[src/rtl/definitions_pkg.sv]
// Shared definitions for the Gaussian smoothing stage: fixed normalised
// kernels (3x3 and 5x5), their normalising shifts and lookup helpers.
package definitions_pkg;

    // Widest coefficient is 36 (5x5 centre), so 8 bits covers both kernels.
    localparam int GAUSS_COEF_W  = 32'sd8;

    // Kernel sums are 16 and 256, so normalising is a right shift.
    localparam int GAUSS_SHIFT_3 = 32'sd4;
    localparam int GAUSS_SHIFT_5 = 32'sd8;

    // outer([1 2 1]), row-major.
    localparam logic [7:0] gaussian_kernel_3 [0:8] = '{
        8'd1, 8'd2, 8'd1,
        8'd2, 8'd4, 8'd2,
        8'd1, 8'd2, 8'd1
    };

    // outer([1 4 6 4 1]), row-major.
    localparam logic [7:0] gaussian_kernel_5 [0:24] = '{
        8'd1,  8'd4,  8'd6,  8'd4,  8'd1,
        8'd4,  8'd16, 8'd24, 8'd16, 8'd4,
        8'd6,  8'd24, 8'd36, 8'd24, 8'd6,
        8'd4,  8'd16, 8'd24, 8'd16, 8'd4,
        8'd1,  8'd4,  8'd6,  8'd4,  8'd1
    };

    // Coefficient lookup; any out-of-range request yields zero weight.
    function automatic logic [7:0] gauss_coef(input int ksize, input int idx);
        logic [7:0] coef_v;
        coef_v = 8'd0;
        if ((ksize == 32'sd3) && (idx >= 32'sd0) && (idx < 32'sd9)) begin
            coef_v = gaussian_kernel_3[idx[3:0]];
        end else if ((ksize == 32'sd5) && (idx >= 32'sd0) && (idx < 32'sd25)) begin
            coef_v = gaussian_kernel_5[idx[4:0]];
        end else begin
            coef_v = 8'd0;
        end
        return coef_v;
    endfunction

    // Normalising shift for a given kernel edge length.
    function automatic int gauss_shift(input int ksize);
        int shift_v;
        if (ksize == 32'sd5) begin
            shift_v = GAUSS_SHIFT_5;
        end else begin
            shift_v = GAUSS_SHIFT_3;
        end
        return shift_v;
    endfunction

endpackage

[src/rtl/gaussian_adder_tree.sv]
// Combinational pairwise reduction of N unsigned W-bit terms.
// The result is W+$clog2(N) bits wide, so no sum can overflow.
module gaussian_adder_tree
    import definitions_pkg::*;
#(
    parameter int N = 9,
    parameter int W = 12
) (
    input  logic [N*W-1:0]           in_terms,
    output logic [W+$clog2(N)-1:0]   out_sum
);

    localparam int OW  = W + $clog2(N);
    localparam int LVL = (N > 32'sd1) ? $clog2(N) : 32'sd0;
    localparam int TN  = 32'sd1 << LVL;

    // Pad to a power of two with zeros, then add neighbouring pairs level by level.
    always_comb begin : reduce
        logic [OW-1:0] node_v [TN];
        for (int i = 0; i < TN; i++) begin
            node_v[i] = (i < N) ? OW'(in_terms[i*W +: W]) : '0;
        end
        for (int s = TN / 2; s >= 1; s = s / 2) begin
            for (int i = 0; i < s; i++) begin
                node_v[i] = node_v[2*i] + node_v[2*i+1];
            end
        end
        out_sum = node_v[0];
    end

endmodule

[src/rtl/gaussian_filter_pipe.sv]
// Gaussian smoothing stage: one KxK window in, one smoothed pixel out.
// Three register stages (MUL, SUM, NORM) share a single enable so that a
// stalled output freezes the whole pipe; bubbles are kept, not collapsed.
module gaussian_filter_pipe
    import definitions_pkg::*;
#(
    parameter int PIX_W = 8,
    parameter int KSIZE = 3
) (
    input  logic                            clk,
    input  logic                            rstN,
    input  logic [KSIZE*KSIZE*PIX_W-1:0]    in_window,
    input  logic                            in_bypass,
    input  logic                            in_valid,
    output logic                            in_ready,
    output logic [PIX_W-1:0]                out_pixel,
    output logic                            out_valid,
    input  logic                            out_ready
);

    localparam int NPIX  = KSIZE * KSIZE;
    localparam int CTR   = (NPIX - 32'sd1) / 32'sd2;
    localparam int SHIFT = gauss_shift(KSIZE);
    localparam int PW    = PIX_W + SHIFT;          // one product
    localparam int SW    = PW + 32'sd1;            // sum of all products
    localparam int TW    = PW + $clog2(NPIX);      // adder tree output

    // 2^(SHIFT-1) at sum width plus one carry bit: round half up.
    localparam logic [SW:0] HALF = {{(SW-SHIFT+1){1'b0}}, 1'b1, {(SHIFT-1){1'b0}}};
    localparam logic [PIX_W-1:0] PIX_MAX = {PIX_W{1'b1}};

    // Parameter legality: anything else must stop elaboration.
    generate
        if ((KSIZE != 32'sd3) && (KSIZE != 32'sd5)) begin : g_bad_ksize
            $error("gaussian_filter_pipe: KSIZE must be 3 or 5");
        end
        if ((PIX_W < 32'sd4) || (PIX_W > 32'sd12)) begin : g_bad_pix_w
            $error("gaussian_filter_pipe: PIX_W must be in 4..12");
        end
    endgenerate

    logic                     en_s;
    logic [GAUSS_COEF_W-1:0]  coef_s [NPIX];

    // MUL stage registers
    logic [NPIX*PW-1:0]       prod_r;
    logic                     byp1_r;
    logic [PIX_W-1:0]         ctr1_r;
    logic                     v1_r;

    // SUM stage registers
    logic [TW-1:0]            tree_sum_s;
    logic [SW-1:0]            sum_r;
    logic                     ovf2_r;
    logic                     byp2_r;
    logic [PIX_W-1:0]         ctr2_r;
    logic                     v2_r;

    // NORM stage
    logic [SW:0]              rnd_s;
    logic                     sat_s;
    logic [PIX_W-1:0]         norm_s;
    logic [PIX_W-1:0]         out_pixel_r;
    logic                     out_valid_r;

    // Coefficients are constants chosen by kernel size at elaboration.
    generate
        if (KSIZE == 32'sd3) begin : g_k3
            for (genvar gi = 0; gi < NPIX; gi++) begin : g_coef
                assign coef_s[gi] = gaussian_kernel_3[gi];
            end
        end else if (KSIZE == 32'sd5) begin : g_k5
            for (genvar gi = 0; gi < NPIX; gi++) begin : g_coef
                assign coef_s[gi] = gaussian_kernel_5[gi];
            end
        end
    endgenerate

    // Global enable: the pipe advances unless a valid output is being refused.
    always_comb begin
        en_s     = !out_valid_r || out_ready;
        in_ready = en_s && rstN;
    end

    // MUL stage: per-tap products, with bypass flag and centre pixel carried along.
    always_ff @(posedge clk) begin
        if (!rstN) begin
            prod_r <= '0;
            byp1_r <= 1'b0;
            ctr1_r <= '0;
            v1_r   <= 1'b0;
        end else if (en_s) begin
            for (int i = 0; i < NPIX; i++) begin
                prod_r[i*PW +: PW] <= PW'(coef_s[i]) * PW'(in_window[i*PIX_W +: PIX_W]);
            end
            byp1_r <= in_bypass;
            ctr1_r <= in_window[CTR*PIX_W +: PIX_W];
            v1_r   <= in_valid;
        end
    end

    gaussian_adder_tree #(
        .N (NPIX),
        .W (PW)
    ) u_adder_tree (
        .in_terms (prod_r),
        .out_sum  (tree_sum_s)
    );

    // SUM stage: full-precision sum; any bit above SW marks an impossible overflow.
    always_ff @(posedge clk) begin
        if (!rstN) begin
            sum_r  <= '0;
            ovf2_r <= 1'b0;
            byp2_r <= 1'b0;
            ctr2_r <= '0;
            v2_r   <= 1'b0;
        end else if (en_s) begin
            sum_r  <= tree_sum_s[SW-1:0];
            ovf2_r <= |tree_sum_s[TW-1:SW];
            byp2_r <= byp1_r;
            ctr2_r <= ctr1_r;
            v2_r   <= v1_r;
        end
    end

    // NORM: round half up, shift down, clamp to full scale; bypass overrides all.
    always_comb begin
        rnd_s = ({1'b0, sum_r} + HALF) >> SHIFT;
        sat_s = ovf2_r || (|rnd_s[SW:PIX_W]);
        if (byp2_r) begin
            norm_s = ctr2_r;
        end else if (sat_s) begin
            norm_s = PIX_MAX;
        end else begin
            norm_s = rnd_s[PIX_W-1:0];
        end
    end

    // Output register: holds while the consumer refuses the pixel.
    always_ff @(posedge clk) begin
        if (!rstN) begin
            out_pixel_r <= '0;
            out_valid_r <= 1'b0;
        end else if (en_s) begin
            out_pixel_r <= norm_s;
            out_valid_r <= v2_r;
        end
    end

    assign out_pixel = out_pixel_r;
    assign out_valid = out_valid_r;

endmodule
[config.mk]
export PLATFORM = sky130hd
export DESIGN_NAME = gaussian_filter_pipe
export DESIGN_NICKNAME = d
export VERILOG_FILES = /design/src/rtl/definitions_pkg.sv /design/src/rtl/gaussian_adder_tree.sv /design/src/rtl/gaussian_filter_pipe.sv
export SDC_FILE = /design/constraint.sdc
export NUM_CORES = 1
export LEC_CHECK = 0
export CAP_MARGIN = 0
export CORE_UTILIZATION = 60
export CTS_CLUSTER_DIAMETER = 80
export CTS_CLUSTER_SIZE = 12
export DETAILED_ROUTE_END_ITERATION = 8
export GPL_TIMING_DRIVEN = 0
export PLACE_DENSITY = 0.95
export SLEW_MARGIN = 0
export SYNTH_ARGS = -nofsm -noshare
export SYNTH_HDL_FRONTEND = slang
export SYNTH_HIERARCHICAL = 1
export SYNTH_SLANG_ARGS = --single-unit
[constraint.sdc]
create_clock -name clk -period 7.05 [get_ports clk]
set_clock_uncertainty 0.15 [all_clocks]
set_input_delay 1.41 -clock clk [delete_from_list [all_inputs] [get_ports clk]]
set_output_delay 1.41 -clock clk [all_outputs]
set_load 0.02 [all_outputs]
==> results.sh, run 1 <==
# yosys + openroad results
export IMPL_pwr_share_seq=0.259
export IMPL_post_cts_buffers=0
export IMPL_synth_top_area_share=0.317
export IMPL_power_total_mw=2.87
export IMPL_regMostFlops="prod_r"
export IMPL_r2r_start="prod_r[75]"
export IMPL_clkPwrFrac=0.119
export IMPL_cpPeakStageDelay_ns=0.72
export IMPL_power_density_nw_per_um2=363
export IMPL_crit_path_top_delay_cell="clkdlybuf4s50_1"
export IMPL_avgSynthCellArea_um2=10.1
export IMPL_p_clk_mw=0.340
export IMPL_comb_power_share=0.622
export IMPL_ant_nets=0
export IMPL_io_buffers=86
export IMPL_htree_levels=3
export IMPL_xor_area_frac=0.0267
export IMPL_nClkBuffers=11
export IMPL_startpoint="out_ready"
export IMPL_min_from="prod_r[15]"
export IMPL_wirelength_mm=17.7
export IMPL_timing_final_hold_violations=0
export IMPL_ys_sh_mux=0.00343
export IMPL_synth_cells=648
export IMPL_comb_area_um2=3970
export IMPL_buffers=111
export IMPL_critPathRequiredTime_ns=5.49
export IMPL_dpl_hpwl_mm=13.2
export IMPL_yosysWarnings=6
export IMPL_ir_drop_v=0.000241
export IMPL_p_leak_nw=3.66
export IMPL_hold_slack_ns=0.334
export IMPL_rows=37
export IMPL_ff_count=104
export IMPL_cp_num_buf_inv=4
export IMPL_critPathKind="in2out"
export IMPL_synth_area_leader_cell="dfxtp_1"
export IMPL_num_tap_cells=136
export IMPL_place_congestion=0.964
export IMPL_cp_max_fo=10
export IMPL_start_kind="input port"
export IMPL_vias=5446
export IMPL_edf_count=0
export IMPL_ys_sh_adder=0.277
export IMPL_pg_comb_mw=1.78
export IMPL_ys_async_sr_fraction=0
export IMPL_path_common_cell="clkdlybuf4s50_1"
export IMPL_outcome="finished clean"
export IMPL_die_size_y_um=107
export IMPL_final_cell_mix="inv_1, dfxtp_1, a22o_1"
export IMPL_num_multi_input_gates=412
export IMPL_drc=0
export IMPL_cts_path_max_buffers=2
export IMPL_dr_pass1_iters=5
export IMPL_p_sw_mw=1.25
export IMPL_dieArea_um2=11400
export IMPL_ys_sh_simple=0.0673
export IMPL_finalClockPeriodUsage=0.734
export IMPL_topCellsByArea="dfxtp_1, fa_1, a22o_1"
export IMPL_syn_area_um2=6560
export IMPL_max_slew_margin=0.557
export IMPL_buf_share=0.124
export IMPL_numCtsBuffers=9
export IMPL_reg_top3="prod_r x65, sum_r x10"
export IMPL_ff_type="dfxtp_1"
export IMPL_grt_pass1_vias=5957
export IMPL_yosys_cells=648
export IMPL_layout_min_cycle_time_ns=5.18
export IMPL_yosysMostFrequentCell="inv_1"
export IMPL_dp_cells=905
export IMPL_regArea_um2=2080
export IMPL_crit_family="buffers and inverters"
export IMPL_drive_above_1_share=0.0485
export IMPL_antenna_found_initial=0
export IMPL_chipWidth_um=107
export IMPL_largestPowerGroup="combinational logic"
export IMPL_internal_power_mw=1.62
export IMPL_placed_area_um2=7730
export IMPL_warnings=29
export IMPL_p_seq_mw=0.743
export IMPL_crit_chain="clkdlybuf4s50_1, nand2b_1, nand2_1, inv_2, buf_1, clkdlybuf4s50_1"
export IMPL_grt_pass1_wl_mm=28.4
export IMPL_viasPerCell=5.93
export IMPL_setup_slack_ns=1.87
export IMPL_hold_buffers=0
export IMPL_fmax_mhz=193
export IMPL_instances_no_fill=919
export IMPL_tightestPinTransition_ns=0.665
export IMPL_finalSetupViolations=0
export IMPL_ctsResizeCount=0
export IMPL_largest_cell_class="multi-input combinational cells"
export IMPL_clk_share=0.0205
export IMPL_cts_tree="built"
export IMPL_cts_root_buffer_cell="clkbuf_8"
export IMPL_comb_area_share=0.503
export IMPL_largest_reg_flops=65
export IMPL_diodes=0
export IMPL_drt_initial_drc_count=524
export IMPL_cts_sinks=104
export IMPL_max_cap_violations=0
export IMPL_syn2layout_area_growth_pct=20.2
export IMPL_grt_max_degree=16
export IMPL_common_cells="inv_1, dfxtp_1, a22o_1"
export IMPL_io_pins=87
export IMPL_layout_nets=959
export IMPL_synthTopLogicFamily="adder cells"
export IMPL_nFillCells=701
export IMPL_endpoint_kind="primary output"
export IMPL_path_clk_slew_ns=0.10
export IMPL_yosys_area_um2=6560
export IMPL_ys_ff=104
export IMPL_sh_seq_area=0.264
export IMPL_tns_ns=0
export IMPL_arrival_ns=3.62
[run 1: path summary, 6_finish.rpt]
check / to / slack (ns) / depth (start not counted)
worst max register to register: sum_r[12] / 2.00 / 18
worst min register to register: prod_r[15] / 0.33 / 1
worst min-delay path: prod_r[15] / 0.33 / 1
worst max-delay path: in_ready / 1.87 / 6
[run 1: metal layers]
metal,global-route usage,part of all wire,vias up
met4,0.207,0.055,0
met2,0.578,0.51,281
li1,-,-,2410
met5,0,0,-
met3,0.0778,0.070,88
met1,0.364,0.36,2667
[run 1: cell families after synthesis]
group	after synthesis
AND-OR/OR-AND	170
buffers and inverters	167
flip-flops	104
adder cells (fa/ha/maj)	102
AND/OR/NAND/NOR	83
XOR/XNOR	20
other	1
multiplexers	1
run_1/port_trees.png
Scale bar: 20 um.
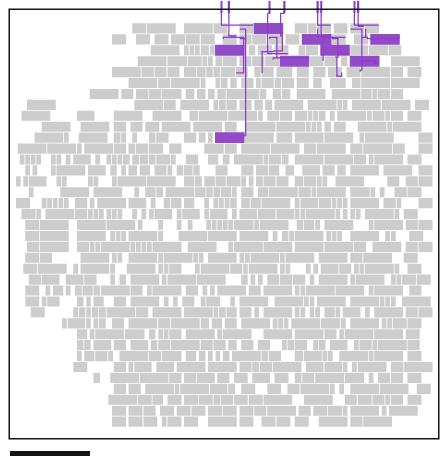
[out_pixel] purple | bits: 8 | direction: output | edge: top | end cells: 8 | buffers: 8 | wire: 213 um

run_1/layers.png
Only two layers are drawn.
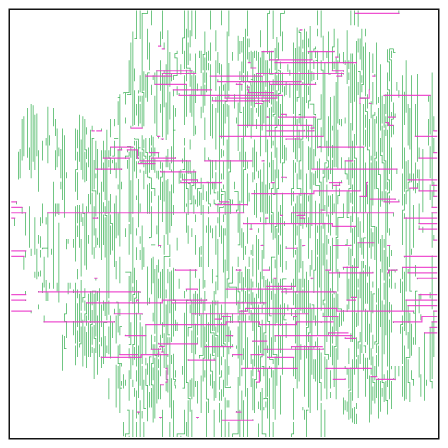
[M2] green | wire length: 9030 um
[M3] magenta | wire length: 1230 um

run_1/m1.png
Scale bar: 20 um. Supply wires on this layer in gray. Cells faint in the background.
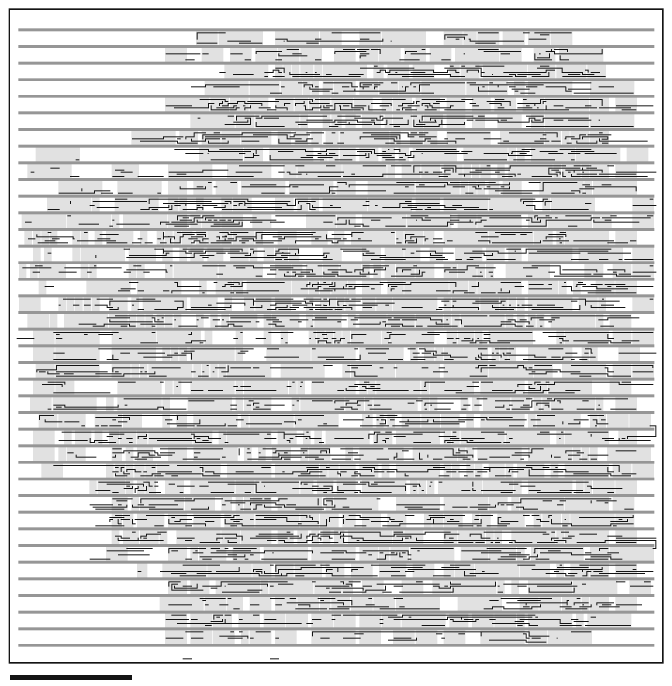
main direction: horizontal
wire length on this layer: 6430 um
nets with wire on the layer: 900
longest straight run: 60.7 um
share of all routed wire: 36%

run_1/congestion_map.png
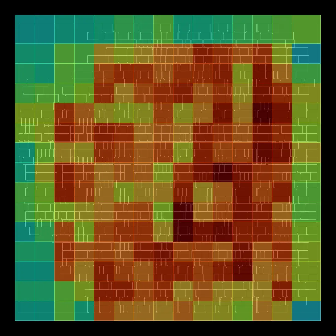
final routed wire length divided by cell count: 19.2 um
gr usage total: 0.332
Final Util: 0.754
GR Layer Usage met2: 0.578

run_1/ff_map.png
Scale bar: 20 um.
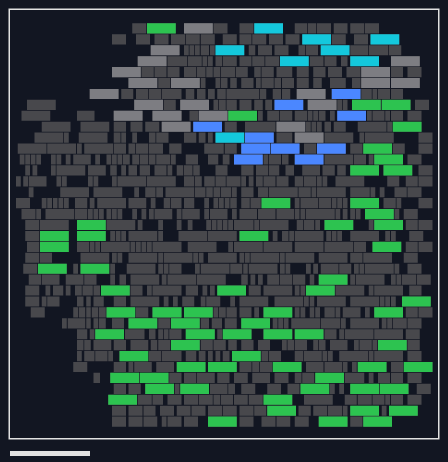

==> run 2, diff against run 1 <==
--- a/config.mk
+++ b/config.mk
@@ -6,12 +6,12 @@
 export NUM_CORES = 1
 export LEC_CHECK = 0
 export CAP_MARGIN = 0
-export CORE_UTILIZATION = 60
+export CORE_UTILIZATION = 56
 export CTS_CLUSTER_DIAMETER = 80
 export CTS_CLUSTER_SIZE = 12
 export DETAILED_ROUTE_END_ITERATION = 8
 export GPL_TIMING_DRIVEN = 0
-export PLACE_DENSITY = 0.95
+export PLACE_DENSITY = 0.91
 export SLEW_MARGIN = 0
 export SYNTH_ARGS = -nofsm -noshare
 export SYNTH_HDL_FRONTEND = slang
==> constraint.sdc (replaced) <==
create_clock -name clk -period 4.86 [get_ports clk]
set_clock_uncertainty 0.15 [all_clocks]
set_input_delay 0.972 -clock clk [delete_from_list [all_inputs] [get_ports clk]]
set_output_delay 0.972 -clock clk [all_outputs]
set_load 0.02 [all_outputs]
run_2/ff_map.png
Scale bar: 20 um.
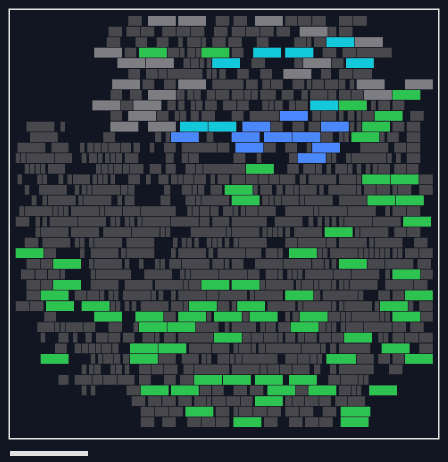
[prod_r] green | sequential cells: 65
[sum_r] blue | sequential cells: 10
[out_pixel] cyan | sequential cells: 8

run_2/m1.png
Scale bar: 20 um. Supply wires on this layer in gray. Cells faint in the background.
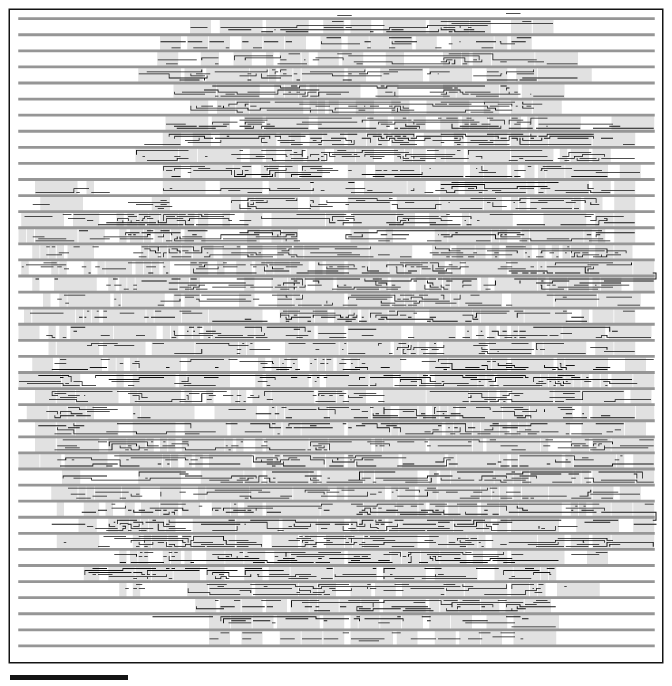
nets with wire on the layer: 888
longest straight run: 70.4 um
wire length on this layer: 6700 um

==> run 2 against run 1 <==
Net effect: critical endpoint is now sum_r[11]; routed wire length down 5.7%; highest routed layer unchanged; first-iteration DRC count down 40%; non-clock buffer count up 3; utilization down 3.8 points.
==> results.sh, run 2 <==
# yosys + openroad results
export IMPL_outcome="finished clean"
export IMPL_wl_per_cell_um=17.9
export IMPL_synth_top_area_share=0.317
export IMPL_numCtsBuffers=9
export IMPL_busiest_layer="met2"
export IMPL_num_multi_input_gates=412
export IMPL_sh_seq_area=0.255
export IMPL_grt_met3_usage=0.0564
export IMPL_antenna_found_initial=0
export IMPL_start_kind="register"
export IMPL_placed_area_um2=7730
export IMPL_ir_drop_v=0.000403
export IMPL_largestPowerGroup="combinational logic"
export IMPL_fin_area_um2=8180
export IMPL_hold_buffers=0
export IMPL_cts_path_max_buffers=2
export IMPL_clk_share=0.0350
export IMPL_min_from="ctr2_r[1]"
export IMPL_yosysMostFrequentCell="inv_1"
export IMPL_reg_top3="prod_r x65, sum_r x10"
export IMPL_internal_power_mw=2.64
export IMPL_slew_violations=0
export IMPL_cp_endpoint="sum_r[11]"
export IMPL_final_cell_mix="inv_1, dfxtp_1, a22o_1"
export IMPL_netSwitchingFraction=0.410
export IMPL_chipWidth_um=110
export IMPL_grt_pass1_vias=5468
export IMPL_syn_area_um2=6560
export IMPL_synth_area_leader_cell="dfxtp_1"
export IMPL_fin_util=0.716
export IMPL_synth_cells=648
export IMPL_avgSynthCellArea_um2=10.1
export IMPL_use_met1=0.345
export IMPL_pwr_share_seq=0.240
export IMPL_timing_final_hold_violations=0
export IMPL_ys_async_sr_fraction=0
export IMPL_yosys_area_um2=6560
export IMPL_buffers=114
export IMPL_worstHoldPathCells=1
export IMPL_drive_above_1_share=0.0738
export IMPL_grt_overflow_total=0
export IMPL_critPathKind="reg2reg"
export IMPL_dr_pass1_iters=5
export IMPL_nFillCells=772
export IMPL_comb_area_share=0.501
export IMPL_inv_count=142
export IMPL_syn2layout_area_growth_pct=24.6
export IMPL_ff_type="dfxtp_1"
export IMPL_hp_class="reg2reg"
export IMPL_power_density_nw_per_um2=546
export IMPL_max_cap_violations=0
export IMPL_arrival_ns=4.81
export IMPL_ant_nets=0
export IMPL_tns_ns=0
export IMPL_ys_ff=104
export IMPL_num_tap_cells=143
export IMPL_cp_max_fo=5
export IMPL_dpl_hpwl_mm=12.6
export IMPL_highest_layer="met4"
export IMPL_yosysWarnings=6
export IMPL_hold_slack_ns=0.332
export IMPL_ff_count=104
export IMPL_layout_cells_most_common="inv_1"
export IMPL_edf_count=0
export IMPL_regMostFlops="prod_r"
export IMPL_cts_tree="built"
export IMPL_endpoint_kind="register"
export IMPL_holdPathEnd="ctr2_r[1]"
export IMPL_critPathRequiredTime_ns=4.95
export IMPL_regArea_um2=2080
export IMPL_power_total_mw=4.47
export IMPL_comb_area_um2=4100
export IMPL_crit_chain="inv_1, fa_2, nand2b_4, nand2_1, a211oi_2, xnor2_1, fa_1, fa_1, inv_1, fa_1, inv_1, ha_1, a21oi_1, nand2_1, o21ba_1, o211ai_1, a21oi_1, a22o_1"
export IMPL_dieArea_um2=12200
export IMPL_topCellsByArea="dfxtp_1, fa_1, a22o_1"
export IMPL_pre_cts_slack_ns=-0.0428
export IMPL_pg_comb_mw=2.67
export IMPL_p_sw_mw=1.83
export IMPL_yosys_cells=648
export IMPL_use_met2=0.490
export IMPL_finalSetupViolations=0
export IMPL_cts_sinks=104
export IMPL_clock_latency_late_pin_ns=0.36
export IMPL_largest_reg_flops=65
export IMPL_p_clk_mw=0.727
export IMPL_coreArea_um2=11400
export IMPL_drt_initial_drc_count=316
export IMPL_crit_cells=18
export IMPL_drc=0
export IMPL_warnings=29
export IMPL_p_leak_nw=3.75
export IMPL_reg2reg_slack_ns=0.14
export IMPL_startpoint="prod_r[73]"
export IMPL_rows=39
export IMPL_cpPeakStageDelay_ns=0.53
export IMPL_setup_slack_ns=0.137
export IMPL_reg2regPathDepth=18
export IMPL_grt_max_degree=16
export IMPL_nClkBuffers=11
export IMPL_drt_met1_wl_mm=6.70
export IMPL_die_size_y_um=110
export IMPL_diodes=0
export IMPL_fmax_mhz=212
export IMPL_crit_family="adder cells"
export IMPL_wl_met3_um=880
export IMPL_ys_types=54
export IMPL_htree_levels=3
export IMPL_clkPwrFrac=0.163
export IMPL_io_buffers=86
export IMPL_layout_nets=962
export IMPL_buf_share=0.122
export IMPL_max_slew_margin=0.569
export IMPL_r2r_start="prod_r[73]"
export IMPL_layout_min_cycle_time_ns=4.72
export IMPL_seq_area_frac_synth=0.317
export IMPL_path_clk_slew_ns=0.07
export IMPL_viasPerCell=5.68
export IMPL_io_pins=87
export IMPL_dp_cells=912
export IMPL_r2r_end="sum_r[11]"
export IMPL_common_cells="inv_1, dfxtp_1, a22o_1"
export IMPL_p_seq_mw=1.07
export IMPL_initCoreUtil=0.575
export IMPL_cp_num_buf_inv=3
export IMPL_grt_pass1_wl_mm=26.2
export IMPL_dr_wl_met2_mm=8.18
export IMPL_instances_no_fill=929
export IMPL_finalClockPeriodUsage=0.972
export IMPL_tightestPinTransition_ns=0.647
export IMPL_cts_root_buffer_cell="clkbuf_16"
export IMPL_crit_path_top_delay_cell="fa_1"
export IMPL_comb_power_share=0.597
export IMPL_largest_cell_class="multi-input combinational cells"
export IMPL_place_congestion=0.912
run_2/layers.png
Only two layers are drawn.
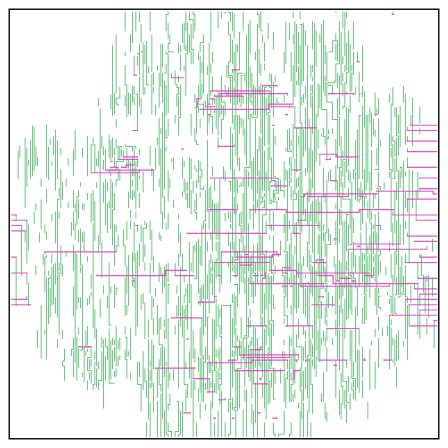
gr usage total: 0.292
Vias: 5279
final WL: 16.7 mm

-- run 2: kinds of logic after synthesis --
group	after synthesis	share of synthesized area
adder cells (fa/ha/maj)	102	0.277
XOR/XNOR	20	0.0267
flip-flops	104	0.317
other	1	0.000571
multiplexers	1	0.00343
AND/OR/NAND/NOR	83	0.0673
AND-OR/OR-AND	170	0.209
buffers and inverters	167	0.0987
-- run 2: timing repair --
action / in CTS / in global routing
endpoints found under the hold margin: 0 / 0
setup buffers: 0 / 3
resized: 4 / 16
endpoints found under the setup margin: 1 / 4
pin swaps: 0 / 7
